Figure 1. M3 wires.
(2 px per micron) Cells faint in the background.
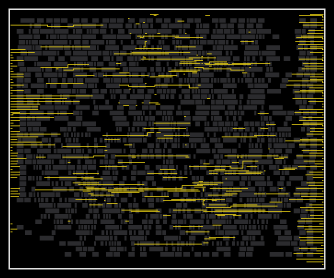
Figure 2. Clock wires, drivers and flops.
(3 px per micron)
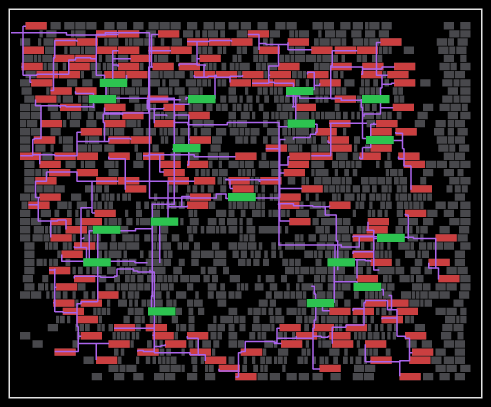
Figure 3. I/O nets highlighted.
(3 px per micron)
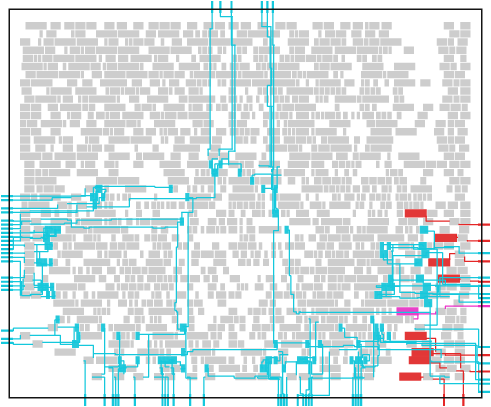
Figure 4. Cells coloured by class.
(2 px per micron)
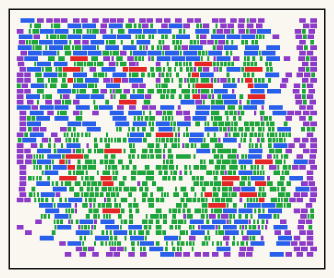
Figure 5. Clock routing.
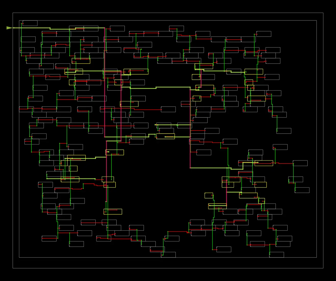
File: config.mk
export PLATFORM = sky130hd
export DESIGN_NAME = imem_fetch_sequencer
export DESIGN_NICKNAME = d
export VERILOG_FILES = /design/src/rtl/imem_pkg.sv /design/src/rtl/y86_instr_len.sv /design/src/rtl/imem_fetch_sequencer.sv
export SDC_FILE = /design/constraint.sdc
export NUM_CORES = 1
export LEC_CHECK = 0
export CAP_MARGIN = 40
export CORE_AREA = 3 3 154 126
export DETAILED_ROUTE_END_ITERATION = 16
export DIE_AREA = 0 0 157 129
export GPL_TIMING_DRIVEN = 0
export PLACE_DENSITY_LB_ADDON = 0.25
export SLEW_MARGIN = 15
export SYNTH_ARGS = -nofsm -noshare
export SYNTH_HDL_FRONTEND = slang
export SYNTH_SLANG_ARGS = --single-unit
File: constraint.sdc
create_clock -name clk -period 5.7 [get_ports clk]
set_input_delay 1.14 -clock clk [delete_from_list [all_inputs] [get_ports clk]]
set_output_delay 1.14 -clock clk [all_outputs]
set_load 0.02 [all_outputs]
File: src/rtl/imem_pkg.sv
// Shared definitions for the Y86-64 instruction fetch sequencer:
// instruction size, icode values, FSM state type and the icode -> length map.
package imem_pkg;

  localparam int INSTR_BYTES = 10;

  localparam logic [3:0] IHALT   = 4'h0;
  localparam logic [3:0] INOP    = 4'h1;
  localparam logic [3:0] IRRMOVQ = 4'h2;
  localparam logic [3:0] IIRMOVQ = 4'h3;
  localparam logic [3:0] IRMMOVQ = 4'h4;
  localparam logic [3:0] IMRMOVQ = 4'h5;
  localparam logic [3:0] IOPQ    = 4'h6;
  localparam logic [3:0] IJXX    = 4'h7;
  localparam logic [3:0] ICALL   = 4'h8;
  localparam logic [3:0] IRET    = 4'h9;
  localparam logic [3:0] IPUSHQ  = 4'hA;
  localparam logic [3:0] IPOPQ   = 4'hB;

  typedef enum logic [2:0] {
    IDLE  = 3'd0,
    WRITE = 3'd1,
    READ  = 3'd2,
    DRAIN = 3'd3,
    RESP  = 3'd4
  } state_e;

  // Instruction length in bytes for a given icode; unknown icodes count as 1.
  function automatic logic [3:0] instr_len(input logic [3:0] icode);
    logic [3:0] len;
    case (icode)
      IHALT, INOP, IRET:            len = 4'd1;
      IRRMOVQ, IOPQ, IPUSHQ, IPOPQ: len = 4'd2;
      IJXX, ICALL:                  len = 4'd9;
      IIRMOVQ, IRMMOVQ, IMRMOVQ:    len = 4'd10;
      default:                      len = 4'd1;
    endcase
    return len;
  endfunction

endpackage

File: src/rtl/y86_instr_len.sv
// Combinational icode -> instruction length decoder (1..10 bytes).
// Only built when IMEM_EARLY_TERM_EN is defined, since only then is it used.
`ifdef IMEM_EARLY_TERM_EN
module y86_instr_len
  import imem_pkg::*;
(
  input  logic [3:0] icode,
  output logic [3:0] len
);

  assign len = instr_len(icode);

endmodule
`endif

File: src/rtl/imem_fetch_sequencer.sv
// Sequences a single-byte-port instruction RAM for the SEQ fetch stage.
// A program loader shares the port and always wins arbitration in IDLE.
// Optional feature macro: IMEM_EARLY_TERM_EN (stop reading once the
// instruction length is known from byte0).
module imem_fetch_sequencer
  import imem_pkg::*;
#(
  parameter int MEM_BYTES = 132,
  parameter int ADDR_W    = 8
)
(
  input  logic                       clk,
  input  logic                       reset,
  input  logic                       fetch_req_valid,
  output logic                       fetch_req_ready,
  input  logic [63:0]                fetch_pc,
  output logic                       fetch_resp_valid,
  input  logic                       fetch_resp_ready,
  output logic [8*INSTR_BYTES-1:0]   fetch_bytes,
  output logic                       fetch_imem_error,
  input  logic                       ld_valid,
  output logic                       ld_ready,
  input  logic [63:0]                ld_addr,
  input  logic [7:0]                 ld_data,
  output logic                       ld_error,
  output logic                       mem_en,
  output logic                       mem_we,
  output logic [ADDR_W-1:0]          mem_addr,
  output logic [7:0]                 mem_wdata,
  input  logic [7:0]                 mem_rdata
);

  localparam logic [63:0] MEM_LIMIT = 64'(MEM_BYTES);
  localparam int          BW        = 8 * INSTR_BYTES;

  state_e            state_r, state_s;
  logic              idle_r, idle_s;
  logic [63:0]       pc_r, pc_s;
  logic [3:0]        cnt_r, cnt_s;
  logic [3:0]        cap_idx_r;
  logic              rd_pend_r;
  logic [BW-1:0]     bytes_r, bytes_s;
  logic              err_r, err_s;
  logic              resp_valid_r, resp_valid_s;
  logic              mem_en_r, mem_en_s;
  logic              mem_we_r, mem_we_s;
  logic [ADDR_W-1:0] mem_addr_r, mem_addr_s;
  logic [7:0]        mem_wdata_r, mem_wdata_s;
  logic              ld_error_r, ld_error_s;
  logic [3:0]        eff_len_s;
  logic [3:0]        next_idx_s;
  logic [63:0]       next_addr_s;

  assign next_idx_s  = cnt_r + 4'd1;
  // Full 64-bit sum so an address past the end is never aliased by truncation.
  assign next_addr_s = pc_r + {60'd0, next_idx_s};

`ifdef IMEM_EARLY_TERM_EN
  logic [3:0] dec_len_s;
  logic [3:0] len_r, len_s;

  y86_instr_len u_instr_len (
    .icode (mem_rdata[7:4]),
    .len   (dec_len_s)
  );

  // Use the freshly decoded length in the cycle byte0 arrives, the stored one afterwards.
  always_comb begin
    eff_len_s = len_r;
    if (rd_pend_r && (cap_idx_r == 4'd0) && (state_r == READ)) begin
      eff_len_s = dec_len_s;
    end else begin
      eff_len_s = len_r;
    end
    if (state_r == IDLE) begin
      len_s = 4'(INSTR_BYTES);
    end else begin
      len_s = eff_len_s;
    end
  end

  // Length register; rearmed to the maximum whenever the sequencer is idle.
  always_ff @(posedge clk) begin
    if (reset) begin
      len_r <= 4'd0;
    end else begin
      len_r <= len_s;
    end
  end
`else
  assign eff_len_s = 4'(INSTR_BYTES);
`endif

  // Next-state, byte capture and next registered memory/handshake outputs.
  always_comb begin
    state_s      = state_r;
    idle_s       = 1'b0;
    pc_s         = pc_r;
    cnt_s        = cnt_r;
    bytes_s      = bytes_r;
    err_s        = err_r;
    resp_valid_s = resp_valid_r;
    mem_en_s     = 1'b0;
    mem_we_s     = 1'b0;
    mem_addr_s   = {ADDR_W{1'b0}};
    mem_wdata_s  = 8'h00;
    ld_error_s   = 1'b0;

    // Read data from the previous cycle's access; bytes beyond the length are dropped.
    if (rd_pend_r && ((state_r == READ) || (state_r == DRAIN)) && (cap_idx_r < eff_len_s)) begin
      bytes_s[{cap_idx_r, 3'b000} +: 8] = mem_rdata;
    end else begin
      bytes_s = bytes_r;
    end

    case (state_r)
      IDLE: begin
        if (idle_r && ld_valid) begin
          if (ld_addr < MEM_LIMIT) begin
            state_s     = WRITE;
            mem_en_s    = 1'b1;
            mem_we_s    = 1'b1;
            mem_addr_s  = ld_addr[ADDR_W-1:0];
            mem_wdata_s = ld_data;
          end else begin
            ld_error_s = 1'b1;
            idle_s     = 1'b1;
          end
        end else if (idle_r && fetch_req_valid) begin
          pc_s    = fetch_pc;
          cnt_s   = 4'd0;
          bytes_s = {BW{1'b0}};
          if (fetch_pc >= MEM_LIMIT) begin
            state_s      = RESP;
            err_s        = 1'b1;
            resp_valid_s = 1'b1;
          end else begin
            state_s    = READ;
            err_s      = 1'b0;
            mem_en_s   = 1'b1;
            mem_addr_s = fetch_pc[ADDR_W-1:0];
          end
        end else begin
          idle_s = 1'b1;
        end
      end
      WRITE: begin
        state_s = IDLE;
        idle_s  = 1'b1;
      end
      READ: begin
        if (next_idx_s < eff_len_s) begin
          cnt_s = next_idx_s;
          if (next_addr_s < MEM_LIMIT) begin
            mem_en_s   = 1'b1;
            mem_addr_s = next_addr_s[ADDR_W-1:0];
          end else begin
            mem_en_s = 1'b0;
          end
        end else if (next_idx_s == eff_len_s) begin
          state_s = DRAIN;
        end else begin
          // Length-1 instruction: byte0 is captured this cycle, nothing left to drain.
          state_s      = RESP;
          resp_valid_s = 1'b1;
        end
      end
      DRAIN: begin
        state_s      = RESP;
        resp_valid_s = 1'b1;
      end
      RESP: begin
        if (resp_valid_r && fetch_resp_ready) begin
          state_s      = IDLE;
          idle_s       = 1'b1;
          resp_valid_s = 1'b0;
        end else begin
          resp_valid_s = 1'b1;
        end
      end
      default: begin
        state_s = IDLE;
        idle_s  = 1'b1;
      end
    endcase
  end

  // State and output registers; reset abandons any transfer without a response.
  always_ff @(posedge clk) begin
    if (reset) begin
      state_r      <= IDLE;
      idle_r       <= 1'b0;
      pc_r         <= 64'd0;
      cnt_r        <= 4'd0;
      cap_idx_r    <= 4'd0;
      rd_pend_r    <= 1'b0;
      bytes_r      <= {BW{1'b0}};
      err_r        <= 1'b0;
      resp_valid_r <= 1'b0;
      mem_en_r     <= 1'b0;
      mem_we_r     <= 1'b0;
      mem_addr_r   <= {ADDR_W{1'b0}};
      mem_wdata_r  <= 8'h00;
      ld_error_r   <= 1'b0;
    end else begin
      state_r      <= state_s;
      idle_r       <= idle_s;
      pc_r         <= pc_s;
      cnt_r        <= cnt_s;
      cap_idx_r    <= cnt_r;
      rd_pend_r    <= mem_en_r & ~mem_we_r;
      bytes_r      <= bytes_s;
      err_r        <= err_s;
      resp_valid_r <= resp_valid_s;
      mem_en_r     <= mem_en_s;
      mem_we_r     <= mem_we_s;
      mem_addr_r   <= mem_addr_s;
      mem_wdata_r  <= mem_wdata_s;
      ld_error_r   <= ld_error_s;
    end
  end

  assign ld_ready         = idle_r;
  assign fetch_req_ready  = idle_r & ~ld_valid;
  assign fetch_resp_valid = resp_valid_r;
  assign fetch_bytes      = bytes_r;
  assign fetch_imem_error = err_r;
  assign ld_error         = ld_error_r;
  assign mem_en           = mem_en_r;
  assign mem_we           = mem_we_r;
  assign mem_addr         = mem_addr_r;
  assign mem_wdata        = mem_wdata_r;

endmodule
==> impl_metrics.yaml <==
# yosys + openroad results
final_timing:
  worstMarginPinSlew_ns: 0.9122
  timing.final.crit_period_ns: 4.125
  final_number_of_max_transition_violations: 0
  grt_setup_unrepaired: "no"
grt:
  largest_net_degree_at_the_start_of_global_routing: 21
  gr-usage-all-layers: 0.2891
placement:
  placement.io_buffers: 251
  half_perimeter_wire_length_after_detailed_placement_microns: 23290
  numPlacedInstances: 1607
power:
  seq_power_share: 0.462
  combinationalPower_w: 0.000313
  p_leak_nw: 4.372
synth:
  syn_inst_count: 1122
  tally_of_unique_sky130hd_cells_used_after_synthesis: 69
  synth_top_flop_cell: "sky130_fd_sc_hd__dfxtp_1"
  synth.top_cells.by_area: "sky130_fd_sc_hd__dfxtp_1 (40%), sky130_fd_sc_hd__nand2_1 (7.5%), sky130_fd_sc_hd__a21oi_1 (6.4%), sky130_fd_sc_hd__mux2i_1 (5.6%), sky130_fd_sc_hd__nor2_1 (4.7%)"
  yosys.area.top_type: "sky130_fd_sc_hd__dfxtp_1"
  postSynthAreaPerCell_sq_um: 7.982
setup_path:
  start_kind: "primary input"
  ff2ff_setup_slack_ns: 1.69
  reg2reg_depth: 12
die:
  floorplan.initialDensity: 0.4975
  row_cnt: 44
cells_and_area:
  mostFrequentLayoutCell: "sky130_fd_sc_hd__clkdlybuf4s50_1"
  drive_gt1_frac: 0.05811
  layout.nets: 1558
  area_growth_syn_to_layout_pct: 38.49
clock_tree:
  cts.root.buffer_cell: "sky130_fd_sc_hd__clkbuf_16"
  insertion_delay_ns: 0.45
  tritoncts: "built"
  cts_buffer_depth: 2
run_status:
  status: "finished clean"
drt:
  drt_iter0_markers: 827
min_path:
  timing.hold.worst_path_depth: 1
About Figure 1:
- nets with wire on the layer: 272
- main direction: horizontal

About Figure 2:
- clock-net drivers: green (count 17)
- clock wires: purple (length 2160 microns)
- flip-flops: red (count 178)
- routed clock nets: 18
- flops lie: all over the die

About Figure 3:
- mem_addr: red (direction output; end cells 8; wire 102 microns)
- fetch_imem_error: magenta (direction output; end cells 1; wire 22.1 microns)
- fetch_pc: cyan (direction input; end cells 88; wire 2620 microns)

About Figure 4:
- remaining logic cells: green (cells 882)
- registers: blue (cells 178)
- clock drivers and dummy loads: red (cells 32)
- remaining buffers and delay cells: purple (cells 319)

About Figure 5:
total clock network power: 0.00119 W
clk sink count: 178

[cell type report]
cell class	count	area (sq um)
clock inverter	15	176.4
multi-input combinational	868	5076
inverter	14	52.55
fill	1464	5599
buffer	62	265.3
clock buffer	17	425.4
tap	230	287.8
sequential	178	3563
timing repair buffer	257	2554
antenna	1	2.502
[sequential cells by signal, indices dropped and copies added (netlist names)]
register          flops
fetch_bytes          80
pc_r                 64
mem_addr              8
mem_wdata             8
cap_idx_r             4
cnt_r                 4
state_r               3
fetch_imem_error      1
fetch_resp_valid      1
ld_error              1
ld_ready              1
mem_en                1
mem_we                1
rd_pend_r             1
[synthesized netlist by cell type, types with 22 or more instances]
cell                       count
sky130_fd_sc_hd__o21ai_0      30
sky130_fd_sc_hd__clkbuf_1     50
sky130_fd_sc_hd__a21oi_1     114
sky130_fd_sc_hd__mux2i_1      50
sky130_fd_sc_hd__nand3_1      61
sky130_fd_sc_hd__nor4_1       45
sky130_fd_sc_hd__dfxtp_1     178
sky130_fd_sc_hd__nand4_1      37
sky130_fd_sc_hd__and3_1       22
sky130_fd_sc_hd__nor2_1      111
sky130_fd_sc_hd__xnor2_1      24
sky130_fd_sc_hd__nand2_1     178
[critical path, cell delays in order]
cell and delay, ns:
sky130_fd_sc_hd__clkdlybuf4s50_1 0.45, sky130_fd_sc_hd__nor4_1 0.39, sky130_fd_sc_hd__clkdlybuf4s15_2 0.32, sky130_fd_sc_hd__nand4_1 0.17
sky130_fd_sc_hd__nor4_1 0.79, sky130_fd_sc_hd__nand2_1 0.22, sky130_fd_sc_hd__nor2_1 0.57, sky130_fd_sc_hd__a22oi_1 0.20
sky130_fd_sc_hd__nor2_1 0.12, sky130_fd_sc_hd__a41o_1 0.11
[worst max path at each step]
| stage | from | endpoint | cells after the start |
|---|---|---|---|
| final | fetch_pc[11] | mem_addr[5] | 10 |
| after global placement | fetch_pc[11] | mem_addr[6] | 9 |
| after detailed placement | fetch_pc[13] | mem_addr[6] | 9 |
| after floorplan | cnt_r[0] | mem_addr[0] | 13 |
| after global routing | cnt_r[0] | mem_addr[6] | 12 |
| after CTS | fetch_pc[13] | mem_addr[6] | 9 |
[per-layer routing]
metal  wire (microns)  global-route usage  share of wire  up-vias
met5                0                   0              0        -
met4              813             0.09985          0.027        0
met3             2981             0.06590          0.098       65
met2            12930              0.4311           0.43      461
met1            13690              0.4118           0.45     4508
li1                 -                   -              -     4591
[per-stage QoR]
| stage | area, sq um | hold slack [ns] | utilization |
|---|---|---|---|
| floorplan | 8956 | 0.4406 | - |
| global placement | 11760 | 0.4011 | 0.6530 |
| detailed placement | 11780 | 0.4242 | 0.6546 |
| CTS | 12390 | 0.4340 | 0.6880 |
| global route | 12400 | 0.4381 | 0.6890 |
| finish | 12400 | 0.4328 | 0.6890 |
[cell families after synthesis]
logic type	after synthesis	share of synthesized area
AOI/OAI and AO/OA	208	0.1393
xor gates and xnor gates	36	0.03521
adders and majority gates	11	0.01621
buffers and inverters	76	0.03548
DFF	178	0.3979
muxes	53	0.05965
and+or+nand+nor	560	0.3163
Power figures rest on the tool's default switching activity, not on a simulated workload.
